$ cat config.mk
export PLATFORM = sky130hd
export DESIGN_NAME = if_id_stage
export DESIGN_NICKNAME = d
export VERILOG_FILES = /design/src/rtl/if_id_stage.sv
export SDC_FILE = /design/constraint.sdc
export NUM_CORES = 1
export LEC_CHECK = 0
export ABC_CLOCK_PERIOD_IN_PS = 1500
export CORE_MARGIN = 5
export CORE_UTILIZATION = 42
export DETAILED_ROUTE_END_ITERATION = 10
export GPL_TIMING_DRIVEN = 0
export PLACE_DENSITY = 0.76
export SYNTH_ARGS = -nofsm -noshare
export SYNTH_HDL_FRONTEND = slang
export SYNTH_SLANG_ARGS = --single-unit
$ cat constraint.sdc
create_clock -name clk -period 1.5 [get_ports clk]
set_input_delay 0.45 -clock clk [delete_from_list [all_inputs] [get_ports clk]]
set_output_delay 0.45 -clock clk [all_outputs]
set_load 0.005 [all_outputs]
$ cat src/rtl/if_id_stage.sv
// if_id_stage: IF/ID pipeline register with 2-entry skid buffer, MIPS field split, flush and stall counter.
module if_id_stage #(
  parameter logic [31:0] RESET_INSTR = 32'h0000_0000,
  parameter int STALL_CNT_W = 16
) (
  input  logic                   clk,
  input  logic                   rst,
  input  logic                   in_valid,
  output logic                   in_ready,
  input  logic [31:0]            in_instr,
  input  logic [31:0]            in_pc4,
  input  logic                   flush,
  output logic                   out_valid,
  input  logic                   out_ready,
  output logic [31:0]            out_instr,
  output logic [31:0]            out_pc4,
  output logic [5:0]             opcode,
  output logic [4:0]             rs,
  output logic [4:0]             rt,
  output logic [4:0]             rd,
  output logic [4:0]             shamt,
  output logic [5:0]             funct,
  output logic [15:0]            imm16,
  output logic [STALL_CNT_W-1:0] stall_cnt
);
  logic        main_valid, skid_valid;
  logic [31:0] main_instr, main_pc4, skid_instr, skid_pc4;
  logic        accept, release_w;
  assign in_ready  = ~skid_valid;
  assign accept    = in_valid & in_ready;
  assign release_w = main_valid & out_ready;
  assign out_valid = main_valid;
  assign out_instr = main_instr;
  assign out_pc4   = main_pc4;
  assign opcode    = out_instr[31:26];
  assign rs        = out_instr[25:21];
  assign rt        = out_instr[20:16];
  assign rd        = out_instr[15:11];
  assign shamt     = out_instr[10:6];
  assign funct     = out_instr[5:0];
  assign imm16     = out_instr[15:0];
  always_ff @(posedge clk) begin
    if (rst) begin
      main_valid <= 1'b0;
      skid_valid <= 1'b0;
      main_instr <= RESET_INSTR;
      skid_instr <= RESET_INSTR;
      main_pc4   <= '0;
      skid_pc4   <= '0;
    end else if (flush) begin
      main_valid <= 1'b0;
      skid_valid <= 1'b0;
      main_instr <= RESET_INSTR;
      skid_instr <= RESET_INSTR;
    end else if (!main_valid || release_w) begin
      // skid only holds a word while main is full, so it always drains first
      if (skid_valid) begin
        main_valid <= 1'b1;
        main_instr <= skid_instr;
        main_pc4   <= skid_pc4;
        skid_valid <= 1'b0;
      end else if (accept) begin
        main_valid <= 1'b1;
        main_instr <= in_instr;
        main_pc4   <= in_pc4;
      end else begin
        main_valid <= 1'b0;
      end
    end else if (accept) begin
      skid_valid <= 1'b1;
      skid_instr <= in_instr;
      skid_pc4   <= in_pc4;
    end
  end
  always_ff @(posedge clk) begin
    if (rst) stall_cnt <= '0;
    else if (main_valid && !out_ready && !(&stall_cnt)) stall_cnt <= stall_cnt + 1'b1;
  end
endmodule

### Routing congestion map

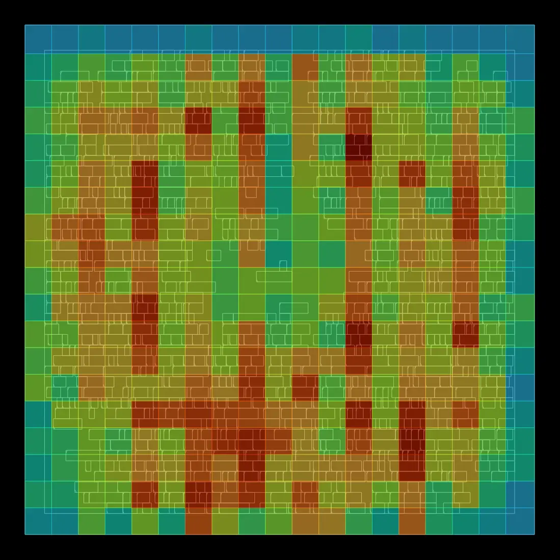
Final Util: 71.02%
Global Route met2 Usage: 37.30%
met3 Track Usage GR: 6.690%

### Ports around the boundary

Pins as bars across the die edge, other pins in gray.
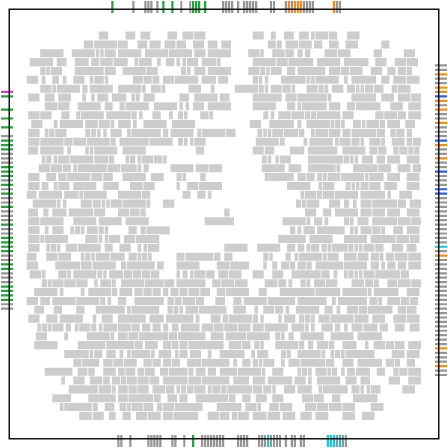
- green: in_pc4 (pins 32; direction input; edge 24 left, 7 top, 1 bottom)
- blue: rd (pins 5; direction output; edge right)
- magenta: clk (pins 1; direction input; edge left)
- orange: imm16 (pins 16; direction output; edge 11 right, 5 top)
- cyan: opcode (pins 6; direction output; edge 5 bottom, 1 right)
- all pins by edge: 71 right, 45 left, 44 bottom, 39 top

### Routed clock nets over the placement

The bar under the picture is 50 µm long.
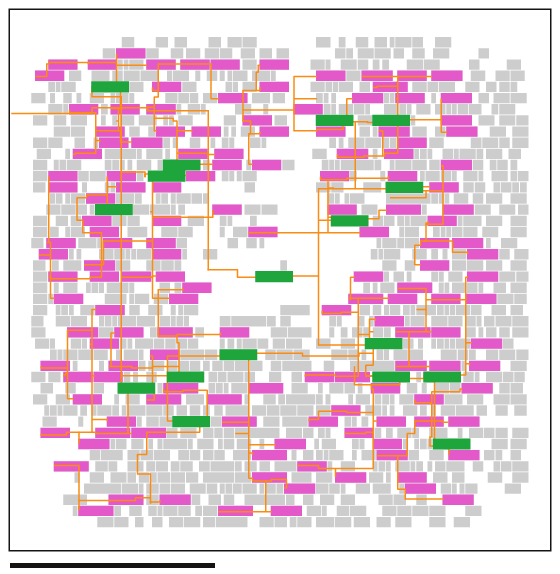
- magenta: flip-flops (count 146)
- orange: clock wires (length 1820 µm)
- green: cells driving clock nets (count 17)
- routed clock nets: 18
- flops lie: widely spread

### The metal 4 layer

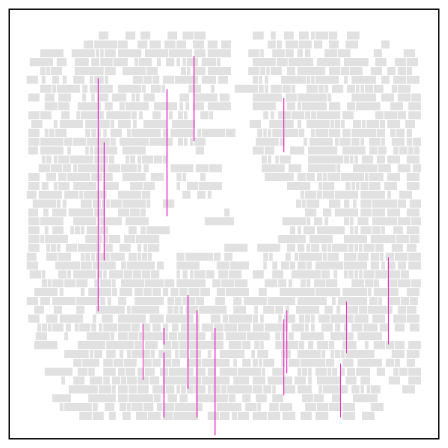
- share of all routed wire: 2.1%
- nets with wire on the layer: 14
- main direction: vertical
- longest straight run: 71.4 µm
- wire length on this layer: 424 µm

==> changes_impl.md <==
### Implementation results

- Cells after synthesis: 713
- Register area share after synthesis: 47.04%
- Initial antenna violation count: 0
- Worst setup margin: -0.1660 ns
- Area Growth Syn to Fin: 66.13%
- CTS hold repair buffers: 0
- Vias per cell: about 5.1
- Post-synth area from yosys stat: approximately 6200 µm²
- WP depth: 5
- Top class by area: buffers
- Result of the run: complete, but fails checks
- TritonRoute pass-1 iters: 5
- Yosys Instances: between 700 and 800
- Metal2 WL: 10260 µm
- Mux frac, synth: 10.71%
- Registers, synthesis: 146
- Netlist Area Pre-Place: 6213 µm²
- Post-CTS sizing: approximately 510
- I/O Pins: 199
- Design area: 10320 µm²
- Post-route minimum period: roughly 1.7 ns
- Logic area: 3118 µm²
- Internal Pwr Total: 0.007325 W
- Violated checks: setup timing
- Non-Filler Instances: 1198
- Clock Path Buffers: 2
- Worst R2R Setup Slack: -0.17 ns
- Final hold slack: roughly 0.45 ns
- Worst Path Buf+Inv: 1
- Endpoints failing hold: 0
- Top Consumer: clock
- Commonest cells in the netlist: 146 x dfxtp_1, 132 x nand2_1, 80 x nor2_1, 71 x a21oi_1, 66 x a211oi_1
- Worst ir drop on vdd: about 700 µV
- Final setup vio count: 21
Power figures rest on the tool's default switching activity, not on a simulated workload.
